===== src/rtl/dmem_arb_pkg.sv =====
// Shared types and constants for the data-memory arbiter.
// The PAUSED state exists only when DMEM_ARB_PREEMPT_EN is defined.
package dmem_arb_pkg;

  localparam int STARVE_LIMIT_DEF = 8;
  localparam int LEN_W_DEF        = 4;
  localparam int WORD_STRIDE      = 4;

  typedef enum logic [1:0] {
    ST_IDLE   = 2'd0,
`ifdef DMEM_ARB_PREEMPT_EN
    ST_PAUSED = 2'd2,
`endif
    ST_BURST  = 2'd1
  } state_t;

  // Byte offset of a beat within a burst (wraps modulo 2^32)
  function automatic logic [31:0] beat_offset(input logic [31:0] beat);
    return beat * 32'(WORD_STRIDE);
  endfunction

endpackage


===== src/rtl/dmem_burst_agu.sv =====
// Burst address generator: latches base/length at acceptance, tracks the
// beat counter, and produces the beat address and last-beat flag.
// While idle, beat 0 is taken straight from the request inputs so the
// first beat can issue in the acceptance cycle.
module dmem_burst_agu
  import dmem_arb_pkg::*;
#(
  parameter int LEN_W = LEN_W_DEF
) (
  input  logic             clk,
  input  logic             rst_n,
  input  logic             first,
  input  logic             load,
  input  logic             advance,
  input  logic [31:0]      base,
  input  logic [LEN_W-1:0] len,
  output logic [31:0]      addr,
  output logic             last
);

  logic [31:0]      base_q;
  logic [LEN_W-1:0] len_q;
  logic [LEN_W-1:0] beat_q;

  // Latch burst fields at acceptance; count beats while the burst runs
  always_ff @(posedge clk) begin
    if (!rst_n) begin
      base_q <= '0;
      len_q  <= '0;
      beat_q <= '0;
    end else if (load) begin
      base_q <= base;
      len_q  <= len;
      beat_q <= LEN_W'(1);
    end else if (advance) begin
      beat_q <= beat_q + LEN_W'(1);
    end
  end

  // Beat address and last-beat detection
  always_comb begin
    addr = '0;
    last = 1'b0;
    if (first) begin
      addr = base;
      last = (len == '0);
    end else begin
      addr = base_q + beat_offset(32'(beat_q));
      last = (beat_q == len_q);
    end
  end

endmodule


===== src/rtl/dmem_arbiter.sv =====
// Data-memory arbiter between the CPU MEM stage and a burst DMA engine.
// CPU has priority in IDLE, bounded by a starvation counter that forces a
// DMA acceptance after STARVE_LIMIT consecutive losses.
// Optional feature: define DMEM_ARB_PREEMPT_EN to let the CPU preempt a
// running burst (PAUSED state); otherwise bursts run to completion.
module dmem_arbiter
  import dmem_arb_pkg::*;
#(
  parameter int STARVE_LIMIT = STARVE_LIMIT_DEF,
  parameter int LEN_W        = LEN_W_DEF
) (
  input  logic             clk,
  input  logic             rst_n,
  input  logic             cpu_req,
  input  logic             cpu_we,
  input  logic [31:0]      cpu_addr,
  input  logic [31:0]      cpu_wdata,
  output logic [31:0]      cpu_rdata,
  output logic             cpu_stall,
  input  logic             dma_req,
  input  logic             dma_we,
  input  logic [31:0]      dma_base,
  input  logic [LEN_W-1:0] dma_len,
  input  logic [31:0]      dma_wdata,
  output logic             dma_beat,
  output logic [31:0]      dma_rdata,
  output logic             dma_done,
  output logic             mem_we,
  output logic             mem_read,
  output logic [31:0]      mem_addr,
  output logic [31:0]      mem_wdata,
  input  logic [31:0]      mem_rdata
);

  localparam int SW = $clog2(STARVE_LIMIT + 2);

  state_t        state;
  logic [SW-1:0] starve_cnt;
  logic          we_q;
  logic          cpu_gnt;
  logic          starve_max;
  logic          in_idle;
  logic          dma_dir;
  logic [31:0]   dma_addr;
  logic          dma_last;

  function automatic logic [SW-1:0] sat_inc(input logic [SW-1:0] v);
    return (v == SW'(STARVE_LIMIT)) ? v : v + SW'(1);
  endfunction

  assign starve_max = (starve_cnt == SW'(STARVE_LIMIT));
  assign in_idle    = (state == ST_IDLE);
  assign dma_dir    = in_idle ? dma_we : we_q;

  dmem_burst_agu #(.LEN_W(LEN_W)) u_agu (
    .clk     (clk),
    .rst_n   (rst_n),
    .first   (in_idle),
    .load    (dma_beat && in_idle),
    .advance (dma_beat && !in_idle),
    .base    (dma_base),
    .len     (dma_len),
    .addr    (dma_addr),
    .last    (dma_last)
  );

  // Grant decision for this cycle; everything is suppressed during reset
  always_comb begin
    cpu_gnt  = 1'b0;
    dma_beat = 1'b0;
    if (rst_n) begin
      case (state)
        ST_IDLE: begin
          cpu_gnt  = cpu_req && !(dma_req && starve_max);
          dma_beat = dma_req && !cpu_gnt;
        end
`ifdef DMEM_ARB_PREEMPT_EN
        ST_BURST, ST_PAUSED: begin
          cpu_gnt  = cpu_req && !starve_max;
          dma_beat = !cpu_gnt;
        end
`else
        ST_BURST: begin
          dma_beat = 1'b1;
        end
`endif
        default: ;
      endcase
    end
  end

  // Memory-side muxing and requester return paths
  always_comb begin
    mem_we    = 1'b0;
    mem_read  = 1'b0;
    mem_addr  = '0;
    mem_wdata = '0;
    if (cpu_gnt) begin
      mem_we    = cpu_we;
      mem_read  = !cpu_we;
      mem_addr  = cpu_addr;
      mem_wdata = cpu_wdata;
    end else if (dma_beat) begin
      mem_we    = dma_dir;
      mem_read  = !dma_dir;
      mem_addr  = dma_addr;
      mem_wdata = dma_wdata;
    end
    cpu_rdata = (cpu_gnt && !cpu_we) ? mem_rdata : '0;
    dma_rdata = (dma_beat && !dma_dir) ? mem_rdata : '0;
    dma_done  = dma_beat && dma_last;
    cpu_stall = cpu_req && !cpu_gnt;
  end

  // Arbitration FSM and starvation counter
  always_ff @(posedge clk) begin
    if (!rst_n) begin
      state      <= ST_IDLE;
      starve_cnt <= '0;
      we_q       <= 1'b0;
    end else begin
      case (state)
        ST_IDLE: begin
          if (dma_beat) begin
            we_q       <= dma_we;
            starve_cnt <= '0;
            state      <= (dma_len != '0) ? ST_BURST : ST_IDLE;
          end else if (dma_req) begin
            starve_cnt <= sat_inc(starve_cnt);
          end else begin
            starve_cnt <= '0;
          end
        end
`ifdef DMEM_ARB_PREEMPT_EN
        ST_BURST, ST_PAUSED: begin
          if (cpu_gnt) begin
            starve_cnt <= sat_inc(starve_cnt);
            state      <= ST_PAUSED;
          end else begin
            starve_cnt <= '0;
            state      <= dma_last ? ST_IDLE : ST_BURST;
          end
        end
`else
        ST_BURST: begin
          state <= dma_last ? ST_IDLE : ST_BURST;
        end
`endif
        default: state <= ST_IDLE;
      endcase
    end
  end

endmodule


===== config.mk =====
export PLATFORM = sky130hd
export DESIGN_NAME = dmem_arbiter
export DESIGN_NICKNAME = d
export VERILOG_FILES = /design/src/rtl/dmem_arb_pkg.sv /design/src/rtl/dmem_burst_agu.sv /design/src/rtl/dmem_arbiter.sv
export SDC_FILE = /design/constraint.sdc
export NUM_CORES = 1
export LEC_CHECK = 0
export CAP_MARGIN = 40
export CORE_MARGIN = 8
export CORE_UTILIZATION = 30
export DETAILED_ROUTE_END_ITERATION = 12
export PLACE_DENSITY = 0.74
export SLEW_MARGIN = 20
export SYNTH_ARGS = -nofsm -noshare
export SYNTH_HDL_FRONTEND = slang
export SYNTH_SLANG_ARGS = --single-unit

===== constraint.sdc =====
create_clock -name clk -period 2.3 [get_ports clk]
set_input_delay 0.46 -clock clk [delete_from_list [all_inputs] [get_ports clk]]
set_output_delay 0.46 -clock clk [all_outputs]
set_load 0.005 [all_outputs]

==> results.json, run 1 <==
{
  "post-route-period-util_pct": 122,
  "worst-endpoint-required_ns": 1.84,
  "worstPathBufferInverterCount": 3,
  "critical_path_depth": 10,
  "static-leakage-power_nw": 4.13,
  "seq_share_pct": 10.1,
  "area_growth_pct": 137,
  "synthArstFlopShare_pct": 0,
  "final_worst_setup_slack_ns": -0.500,
  "die_area_sq_um": 16800,
  "postLayoutCellArea_sq_um": 9220,
  "grt.total_usage_pct": 26.2,
  "synth.cellmix.xorXnorShare_pct": 6.99,
  "min_path_type": "reg2reg",
  "synth_compound_gate_area_share_pct": 28.6,
  "ys_cells": 505,
  "setup_viol": 131,
  "worst_hold_slack_ns": 0.474,
  "tritoncts": "done",
  "crit_path_end_kind": "output pin",
  "dpl.hpwl_um": 17300,
  "nNonClkInverters": 7,
  "floorplanUtilization_pct": 30.8,
  "report.power.total_mw": 3.01,
  "maxCapViolations": 0,
  "pg_comb_mw": 1.34,
  "detailed_place.area_sq_um": 7790,
  "power.density_nw_per_um2": 327,
  "nFlopsAndLatches": 46,
  "core_box_area_sq_um": 12600,
  "stage_log_warnings": 29,
  "htreeDepth": 2,
  "enable_flop_cells": 0,
  "violations": "setup timing",
  "max_clock_freq_mhz": 357,
  "reg2reg_depth": 11,
  "num-multi-input-gates": 413,
  "largest_cell_class_by_area": "non-clock buffers",
  "min_from": "u_agu.len_q[0]",
  "layoutNonFillerInstCount": 1124,
  "outcome": "complete, but fails checks",
  "critPathTopFamily": "adder cells",
  "p_comb_share_pct": 44.5,
  "use_met2_pct": 49.8,
  "global_route.usage.met1_pct": 27.7,
  "post-cts-setup-buffers": 68,
  "n_all_buffers": 477,
  "crit-reg2reg-launch": "starve_cnt[0]"
}
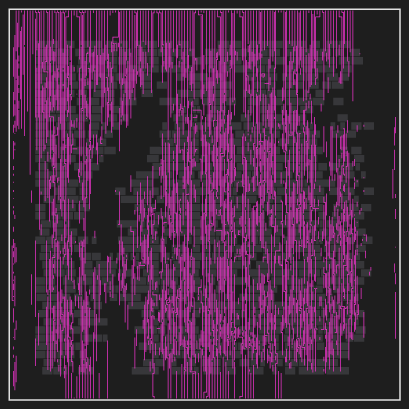
Figure 1: run 1, signal wires on met2.
Drawn at 3 px/um.
1022 nets have wire on it. The layer holds 53% of the routed length. The longest straight run is 72.4 um.

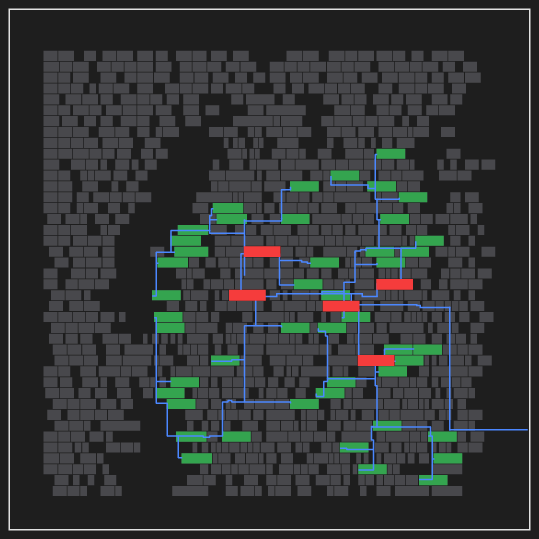
Figure 2: run 1, clock wires, drivers and flops.
Drawn at 4 px/um.
Red is clock drivers, count 5. Blue is clock wires, length 616 um. Green is flip-flops, count 46.
There are 6 routed clock nets.
Clock power frac: 26.4%
total clock network power: 0.797 mW
Insertion Delay late pin: 0.28 ns
worst clock skew on the final layout: 0.00444 ns

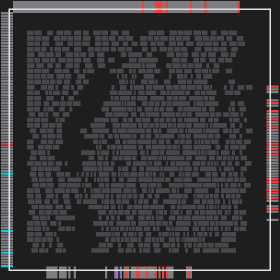
Figure 3: run 1, ports around the boundary.
Drawn at 2 px/um. Pins as bars across the die edge, other pins in grey.
Purple is mem_we, pins 1, direction output, edge bottom. Red is cpu_addr, pins 32, direction input, edge 14 right, 9 top, 8 bottom, 1 left. Cyan is dma_len, pins 4, direction input, edge left.
die boundary height: 130 um
Die W: 130 um
port bufs: 302

Figure 4. Clock wiring as the flow saved it (run 1).
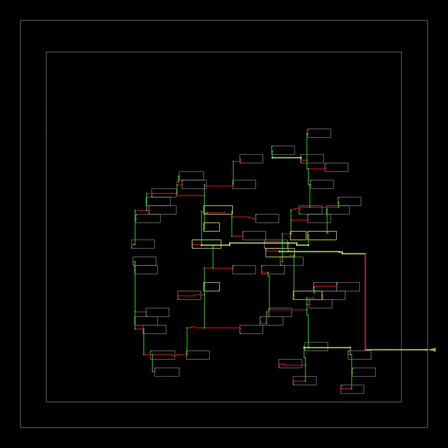

==> run 1 -> run 2 <==
TNS_END_PERCENT = 10   (was not set)
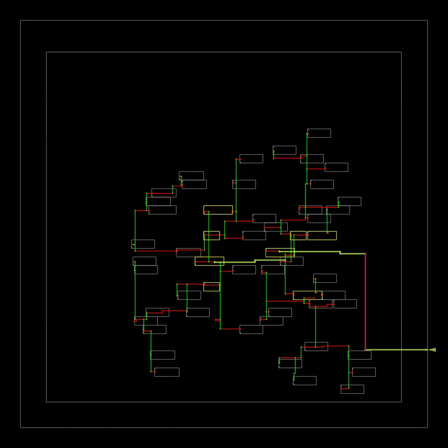
Figure 5: run 2, clock wiring as the flow saved it.
total clock network power: 0.794 mW
clkbuf count: 8
worst clock skew on the final layout: 0.00281 ns
Seq Cell Count: 46

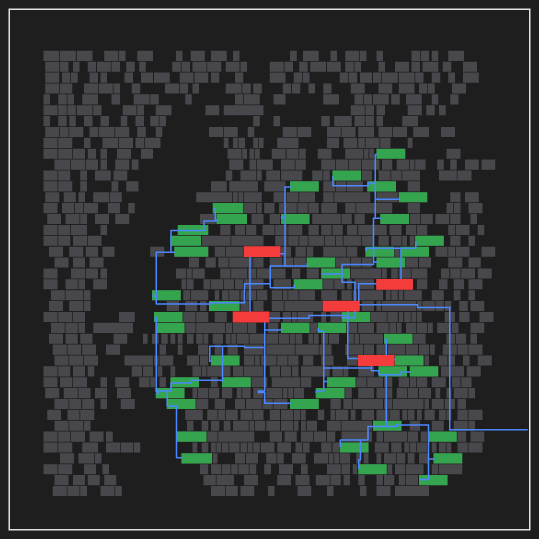
Figure 6: run 2, clock wires, drivers and flops.
Drawn at 4 px/um.
Red is clock drivers, count 5. Blue is clock wires, length 630 um. Green is flip-flops, count 46.
There are 6 routed clock nets.
Clock power frac: 28.5%

==> run 2 against run 1 <==
Effect of this change:
- the flow still finishes with violations (setup timing)
- synthesized area is the same
- cell count shrank 4.3%
- global-route usage shrank 2.2 points
- power shrank 7.5%
- cell area shrank 10%
- sequential cell count is the same
- critical path depth shrank 2
- non-clock buffer count shrank 47
- wire length shrank 12%
- critical path type unchanged
- largest power group unchanged
==> results.json, run 2 <==
{
  "outcome": "complete, but fails checks",
  "violations": "setup timing",
  "p_comb_share_pct": 40.1,
  "worstPathBufferInverterCount": 3,
  "wl_met3_um": 1720,
  "crit_path_max_fanout": 5,
  "timing.final.max_slew_violations": 0,
  "max-slew-margin-rel_pct": 72.4,
  "port_bufs": 302,
  "ys_cells": 505,
  "crit-reg2reg-launch": "starve_cnt[1]",
  "layoutNonFillerInstCount": 1076,
  "area_growth_pct": 112,
  "global_route.usage.met1_pct": 25.3,
  "die_area_sq_um": 16800,
  "worst-endpoint-required_ns": 1.84,
  "static-leakage-power_nw": 3.63,
  "floorplanUtilization_pct": 30.8,
  "detailed_place.area_sq_um": 7790,
  "core_box_area_sq_um": 12600,
  "largest_cell_class_by_area": "non-clock buffers",
  "insertion_delay_late_pin_ns": 0.28,
  "worst_hold_slack_ns": 0.469,
  "syn-mean-instance-area_sq_um": 7.69,
  "synth.cellmix.xorXnorShare_pct": 6.99,
  "ir_worst_vdd_v": 0.000265,
  "tritoncts_buffer_count": 5,
  "stage_log_warnings": 29,
  "min_from": "u_agu.len_q[0]",
  "dpl.hpwl_um": 17300,
  "seq_share_pct": 11.3,
  "nNetsFinal": 1081,
  "synthArstFlopShare_pct": 0,
  "min_path_type": "reg2reg",
  "tritoncts": "done",
  "final_worst_setup_slack_ns": -0.494,
  "maxUsedRoutingLayer": "met4",
  "n_all_buffers": 430,
  "power.density_nw_per_um2": 338,
  "critPathTopFamily": "simple AND/OR/NAND/NOR gates",
  "use_met2_pct": 46.2,
  "postLayoutCellArea_sq_um": 8250,
  "die_height_um": 130,
  "post_drt_wl_per_cell_um": 20.3,
  "cts_resized": 470,
  "ys_types": 64,
  "final.min_clock_period_ns": 2.79,
  "crit_path_end_kind": "output pin",
  "power.sequential.fraction_pct": 31.4,
  "dieWidth_um": 130,
  "critical_path_depth": 8,
  "synth_compound_gate_area_share_pct": 28.6,
  "enable_flop_cells": 0,
  "pg_comb_mw": 1.12,
  "num-multi-input-gates": 413,
  "maxCapViolations": 0,
  "post-route-period-util_pct": 121,
  "grt_pass1_wl_um": 31700,
  "report.power.total_mw": 2.79,
  "post-cts-setup-buffers": 31,
  "tapcell.inserted": 172,
  "nNonClkInverters": 7,
  "htreeDepth": 2,
  "cts_hold_buffers": 0,
  "setup_viol": 127,
  "grt.total_usage_pct": 24.0,
  "reg2reg_depth": 11,
  "detailedPlace.worstSlack_ns": -0.811
}
Power and IR drop assume default switching activity.
